==> config.mk <==
export PLATFORM = sky130hd
export DESIGN_NAME = csa_accum_flat
export DESIGN_NICKNAME = d
export VERILOG_FILES = /design/src/rtl/csa_accum_if.sv /design/src/rtl/csa_accum.sv /design/src/flat_wrapper.sv
export SDC_FILE = /design/constraint.sdc
export NUM_CORES = 1
export LEC_CHECK = 0
export ABC_AREA = 1
export CAP_MARGIN = 15
export CELL_PAD_IN_SITES_DETAIL_PLACEMENT = 1
export CELL_PAD_IN_SITES_GLOBAL_PLACEMENT = 1
export CORE_UTILIZATION = 41
export DETAILED_ROUTE_END_ITERATION = 6
export GPL_TIMING_DRIVEN = 0
export PLACE_DENSITY_LB_ADDON = 0.2
export SETUP_SLACK_MARGIN = 0.1
export SLEW_MARGIN = 15
export SYNTH_ARGS = -nofsm -noshare
export SYNTH_HDL_FRONTEND = slang
export SYNTH_SLANG_ARGS = --single-unit
export TNS_END_PERCENT = 1
==> constraint.sdc <==
create_clock -name clk -period 2.9 [get_ports clk]
set_input_delay 0.435 -clock clk [delete_from_list [all_inputs] [get_ports clk]]
set_output_delay 0.435 -clock clk [all_outputs]
set_load 0.03 [all_outputs]
==> src/rtl/csa_accum_if.sv <==
// Operand/result handshake bundle for csa_accum.
// master = operand producer and result consumer, slave = the accumulator.
interface csa_accum_if #(
  parameter int WIDTH = 16,
  parameter int AW    = 20,
  parameter int CW    = 8
);
  logic             in_valid;
  logic             in_ready;
  logic [WIDTH-1:0] in_data;
  logic             in_sub;
  logic             in_last;
  logic             out_valid;
  logic             out_ready;
  logic [AW-1:0]    out_data;
  logic [CW-1:0]    out_cnt;
  logic             busy;

  modport master (
    output in_valid, in_data, in_sub, in_last, out_ready,
    input  in_ready, out_valid, out_data, out_cnt, busy
  );

  modport slave (
    input  in_valid, in_data, in_sub, in_last, out_ready,
    output in_ready, out_valid, out_data, out_cnt, busy
  );
endinterface

==> src/rtl/csa_accum.sv <==
// Carry-save add/sub accumulator; the sum is resolved CHUNK bits per cycle, so out_valid
// rises AW/CHUNK edges after the last accept. in_ready is low while resolving or holding a result.
module csa_accum #(
  parameter int WIDTH = 16,
  parameter int EXT   = 4,
  parameter int CHUNK = 4,
  parameter int CW    = 8
) (
  input  logic         clk,
  input  logic         rst,
  csa_accum_if.slave   bus
);
  localparam int AW  = WIDTH + EXT;
  localparam int NCH = AW / CHUNK;   // AW must be a multiple of CHUNK
  localparam int IW  = (NCH > 1) ? $clog2(NCH) : 1;

  typedef enum logic [1:0] {ACCUM, RESOLVE, DONE} state_t;

  state_t          state;
  state_t          state_nxt;
  logic [AW-1:0]   s_vec;
  logic [AW-1:0]   c_vec;
  logic [AW-1:0]   x_vec;
  logic [AW-1:0]   maj_vec;
  logic [AW-1:0]   result;
  logic [CW-1:0]   cnt;
  logic [IW-1:0]   idx;
  logic            rcarry;
  logic            accept;
  int              base;
  logic [CHUNK:0]  chunk_sum;

  always_ff @(posedge clk) begin
    if (rst) state <= ACCUM;
    else     state <= state_nxt;
  end

  always_comb begin
    state_nxt = state;
    case (state)
      ACCUM:   if (bus.in_valid && bus.in_last) state_nxt = RESOLVE;
      RESOLVE: if (idx == IW'(NCH - 1))         state_nxt = DONE;
      DONE:    if (bus.out_ready)               state_nxt = ACCUM;
      default:                                  state_nxt = ACCUM;
    endcase
  end

  always_comb begin
    accept    = (state == ACCUM) && bus.in_valid;
    // Subtraction: add the one's complement here, inject the +1 into C's free LSB.
    x_vec     = bus.in_sub ? ~AW'(bus.in_data) : AW'(bus.in_data);
    maj_vec   = (s_vec & c_vec) | (s_vec & x_vec) | (c_vec & x_vec);
    base      = int'(idx) * CHUNK;
    chunk_sum = {1'b0, s_vec[base +: CHUNK]} + {1'b0, c_vec[base +: CHUNK]}
              + (CHUNK + 1)'(rcarry);
  end

  always_ff @(posedge clk) begin
    if (rst) begin
      s_vec  <= '0;
      c_vec  <= '0;
      cnt    <= '0;
      idx    <= '0;
      rcarry <= 1'b0;
      result <= '0;
    end else begin
      if (accept) begin
        s_vec <= s_vec ^ c_vec ^ x_vec;
        c_vec <= (maj_vec << 1) | AW'(bus.in_sub);
        if (cnt != {CW{1'b1}}) cnt <= cnt + CW'(1);
        if (bus.in_last) begin
          idx    <= '0;
          rcarry <= 1'b0;
        end
      end
      if (state == RESOLVE) begin
        result[base +: CHUNK] <= chunk_sum[CHUNK-1:0];
        rcarry                <= chunk_sum[CHUNK];
        idx                   <= idx + IW'(1);
      end
      if (state == DONE && bus.out_ready) begin
        s_vec  <= '0;
        c_vec  <= '0;
        cnt    <= '0;
        result <= '0;
      end
    end
  end

  assign bus.in_ready  = (state == ACCUM);
  assign bus.out_valid = (state == DONE);
  assign bus.busy      = (state != ACCUM);
  assign bus.out_data  = result;
  assign bus.out_cnt   = cnt;
endmodule

==> src/flat_wrapper.sv <==
// flat-port wrapper written by rule: the top's interface ports become plain ports
module csa_accum_flat 
#(
  parameter int WIDTH = 16,
  parameter int EXT   = 4,
  parameter int CHUNK = 4,
  parameter int CW    = 8
)
  (clk, rst, bus_in_valid, bus_in_data, bus_in_sub, bus_in_last, bus_out_ready, bus_in_ready, bus_out_valid, bus_out_data, bus_out_cnt, bus_busy);
  csa_accum_if #(.WIDTH(WIDTH), .AW(20), .CW(CW)) bus_i ();
  input  logic clk;
  input  logic rst;
  input wire logic [$bits(bus_i.in_valid)-1:0] bus_in_valid;
  input wire logic [$bits(bus_i.in_data)-1:0] bus_in_data;
  input wire logic [$bits(bus_i.in_sub)-1:0] bus_in_sub;
  input wire logic [$bits(bus_i.in_last)-1:0] bus_in_last;
  input wire logic [$bits(bus_i.out_ready)-1:0] bus_out_ready;
  output wire logic [$bits(bus_i.in_ready)-1:0] bus_in_ready;
  output wire logic [$bits(bus_i.out_valid)-1:0] bus_out_valid;
  output wire logic [$bits(bus_i.out_data)-1:0] bus_out_data;
  output wire logic [$bits(bus_i.out_cnt)-1:0] bus_out_cnt;
  output wire logic [$bits(bus_i.busy)-1:0] bus_busy;
  assign bus_i.in_valid = bus_in_valid;
  assign bus_i.in_data = bus_in_data;
  assign bus_i.in_sub = bus_in_sub;
  assign bus_i.in_last = bus_in_last;
  assign bus_i.out_ready = bus_out_ready;
  assign bus_in_ready = bus_i.in_ready;
  assign bus_out_valid = bus_i.out_valid;
  assign bus_out_data = bus_i.out_data;
  assign bus_out_cnt = bus_i.out_cnt;
  assign bus_busy = bus_i.busy;
  csa_accum #(.WIDTH(WIDTH), .EXT(EXT), .CHUNK(CHUNK), .CW(CW)) u_core (.clk(clk), .rst(rst), .bus(bus_i));
endmodule
Figure 1. Track usage over the die.
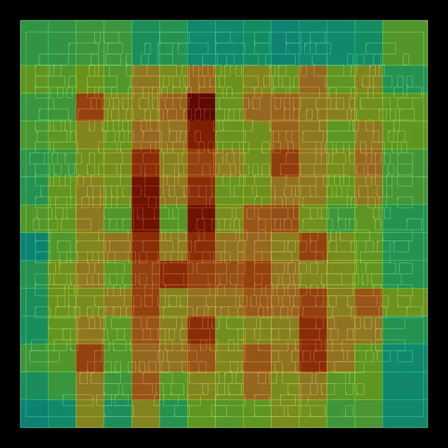
total track usage: 0.237
post-DR wirelength/cell: 15.6 um

Figure 2. Wiring by layer.
Bar = 20 um. Only two layers are drawn.
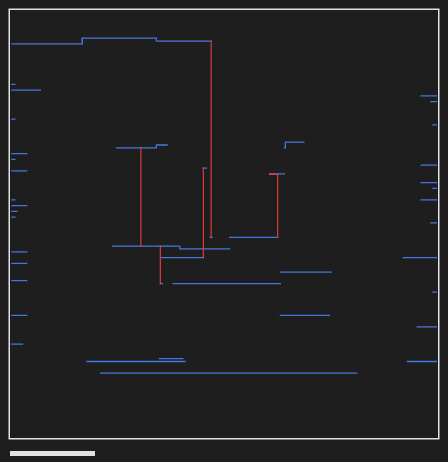
Key: blue = M3 [wire length 336 um]; red = M4 [wire length 116 um]

==> flow_metrics.py <==
# Auto-generated metrics
metrics = {
    "clock_tree": {
        "cts_setup_buffers": 0,
        "cts_sinks": 74,
        "clk_latency_ns": 0.35,
        "root_buffer": "clkbuf_8",
        "htree_levels": 3,
        "holdBufCountCts": 0,
        "clk_pin_slew_ns": 0.08,
        "clk_path_buf_depth": 2,
        "cts_tree": "yes",
        "numCtsBuffers": 9,
    },
    "power": {
        "p_per_area_nw_per_um2": 521,
        "power_leakage_nw": 1.94,
        "ir_worst_vdd_mv": 0.196,
    },
    "logic_synthesis": {
        "yosysMostFrequentCell": "a21oi_1",
        "synth.distinct_cells": 26,
        "yosysTopAreaCell": "dfxtp_1",
        "async_flop_share": 0,
        "yosysChipArea_sq_um": 4000,
        "ys_cells": 518,
        "ys_ff": 74,
        "synth_warnings": 0,
        "mappedNetlistNets": 572,
        "synth_area_sq_um": 4000,
        "enable_flop_cells": 0,
        "yosys_most_used_dff": "dfxtp_1",
        "yosysSeqAreaShare": 0.370,
        "avgSynthCellArea_sq_um": 7.73,
        "synthTopCellsByArea": "dfxtp_1, fa_1, a21oi_1",
        "yosysTopAreaCellShare": 0.370,
        "syn_inst": 518,
    },
    "timing": {
        "finalSetupViolCount": 0,
        "finClkSkew_ns": 0.0104,
        "rsz0062_at_grt": "true",
        "hold_slack_ns": 0.470,
        "drv_slew": 0,
        "hold_violations": 0,
        "fmax_mhz": 377,
        "period_minus_slack_ns": 2.65,
        "post-route-period-util": 0.915,
        "fin_tns_setup_ns": 0,
        "worst_pin_slew_ns": 0.481,
        "fin_ws_ns": 0.247,
        "relSlewSlack": 0.679,
    },
    "cells_and_area": {
        "post-route-util": 0.531,
        "fin_nets": 635,
        "antenna_cells": 0,
        "final_cells": 714,
        "area_growth_pct": 24.2,
        "drive_gt1_frac": 0.104,
    },
    "floorplanning": {
        "fp-utilization": 0.427,
        "floorplan.rows": 35,
        "chipArea_sq_um": 10200,
        "die_h_um": 101,
        "fp.dieW_um": 101,
        "core_sq_um": 9370,
        "top_level_ports": 53,
    },
    "drt": {
        "dr.pass1.iters": 4,
        "ant_nets": 0,
        "drt_iter0_drc": 71,
        "routed_wl_um": 11100,
        "routed_via_density": 5.10,
        "vias": 3639,
    },
    "grt": {
        "grt_max_degree": 13,
        "grt_antenna_before_repair": 0,
        "first_global_vias": 3799,
        "grt_pass1_wl_um": 18500,
        "globalRouteOverflowTotal": 0,
    },
    "run_status": {
        "status": "finished clean",
    },
    "placed_design": {
        "place.gp.congestion": 0.831,
        "port_buffers": 52,
        "dp.cells": 699,
        "dp.final_hpwl_um": 8430,
        "post-place-ws_ns": -0.0859,
    },
    "job": {
        "drv_cap": 0,
        "warning_count": 32,
    },
    "worst_setup_path": {
        "cp.required_ns": 3.19,
        "cp_max_fo": 11,
        "cp-end-kind": "register",
        "arrival_ns": 2.94,
        "worst_setup_path_start_kind": "register",
    },
    "min_path": {
        "worstHoldPathType": "reg2reg",
    },
}
-- path summary, 6_finish.rpt --
kind                             end                    from  cells past startpoint  slack, ns
max reg2reg  u_core.bus.out_data[13]           u_core.idx[1]                     13       0.25
max          u_core.bus.out_data[13]           u_core.idx[1]                     13       0.25
min           u_core.bus.out_data[5]  u_core.bus.out_data[5]                      2       0.47
min reg2reg   u_core.bus.out_data[5]  u_core.bus.out_data[5]                      2       0.47
-- placed cells by master (no fill, tap or decap), types with 5 or more instances in the layout --
| cell | instances |
|---|---|
| a21oi_1 | 76 |
| dfxtp_1 | 73 |
| inv_1 | 70 |
| o21ai_0 | 64 |
| nand2_1 | 59 |
| clkdlybuf4s50_1 | 52 |
| nor2_1 | 35 |
| nand3_1 | 24 |
| fa_1 | 19 |
| xnor2_1 | 16 |
| buf_2 | 14 |
| o21ai_1 | 13 |
| ha_1 | 11 |
| clkbuf_8 | 10 |
| inv_2 | 6 |
| nor2_2 | 5 |
| nand4_1 | 5 |
-- final cells by class --
class                           count  area (sq um)
Multi-Input combinational cell    346          2170
Clock buffer                       10           138
Clock inverter                      5          78.8
Inverter                           76           285
Buffer                             22           138
Sequential cell                    74          1490
Fill cell                        1200          4400
Timing Repair Buffer               52           520
Tap cell                          129           161
-- state kept, by name, indices dropped and copies added (netlist names) --
| signal | cells |
|---|---|
| u_core.rcarry | 1 |
| u_core.bus.out_cnt | 8 |
| u_core.s_vec | 20 |
| u_core.state | 2 |
| u_core.c_vec | 20 |
| u_core.idx | 3 |
| u_core.bus.out_data | 20 |
-- metrics by stage --
stage / area, sq um / power (mW)
floorplan: 4000 / 1.50
global placement: 4690 / 1.66
detailed placement: 4690 / 1.69
CTS: 4920 / 2.59
global route: 4970 / 2.73
finish: 4970 / 2.59
-- routing by layer --
layer,up-vias,track usage,part of all wire
li1,1805,-,-
met1,1770,0.297,0.46
met2,54,0.427,0.50
met3,10,0.0368,0.030
met4,0,0.0602,0.010
met5,-,0,0
-- worst max-delay path, cell delays in order (launching register included) --
cell     delay [ns]
dfxtp_4        0.37
buf_6          0.14
inv_1          0.07
buf_4          0.18
a21oi_1        0.13
o21ai_0        0.11
nand3_1        0.11
o21ai_2        0.08
fa_2           0.42
fa_2           0.58
inv_2          0.07
nor2_4         0.13
nand2_1        0.08
a21oi_1        0.12
-- where the power goes --
group          switching, mW  internal (mW)  total [mW]
Sequential            0.0510           1.08        1.13
Clock                  0.395          0.502       0.897
Combinational          0.345          0.212       0.557
-- cells by family (layout without fill, tap and decap cells) --
group,after synthesis,count (layout),synth area share
DFF,74,74,0.370
xor gates and xnor gates,19,19,0.0416
adders and majority gates,32,32,0.139
AOI/OAI and AO/OA,158,158,0.202
and+or+nand+nor,137,137,0.147
buffers and inverters,98,165,0.101
-- repair_timing --
action / 4_1_cts / 5_1_grt
resized: 7 / 22
pin swaps: 0 / 5
endpoints found under the setup margin: 10 / 15
No activity file was given, so power comes from the tool's default toggle rates.
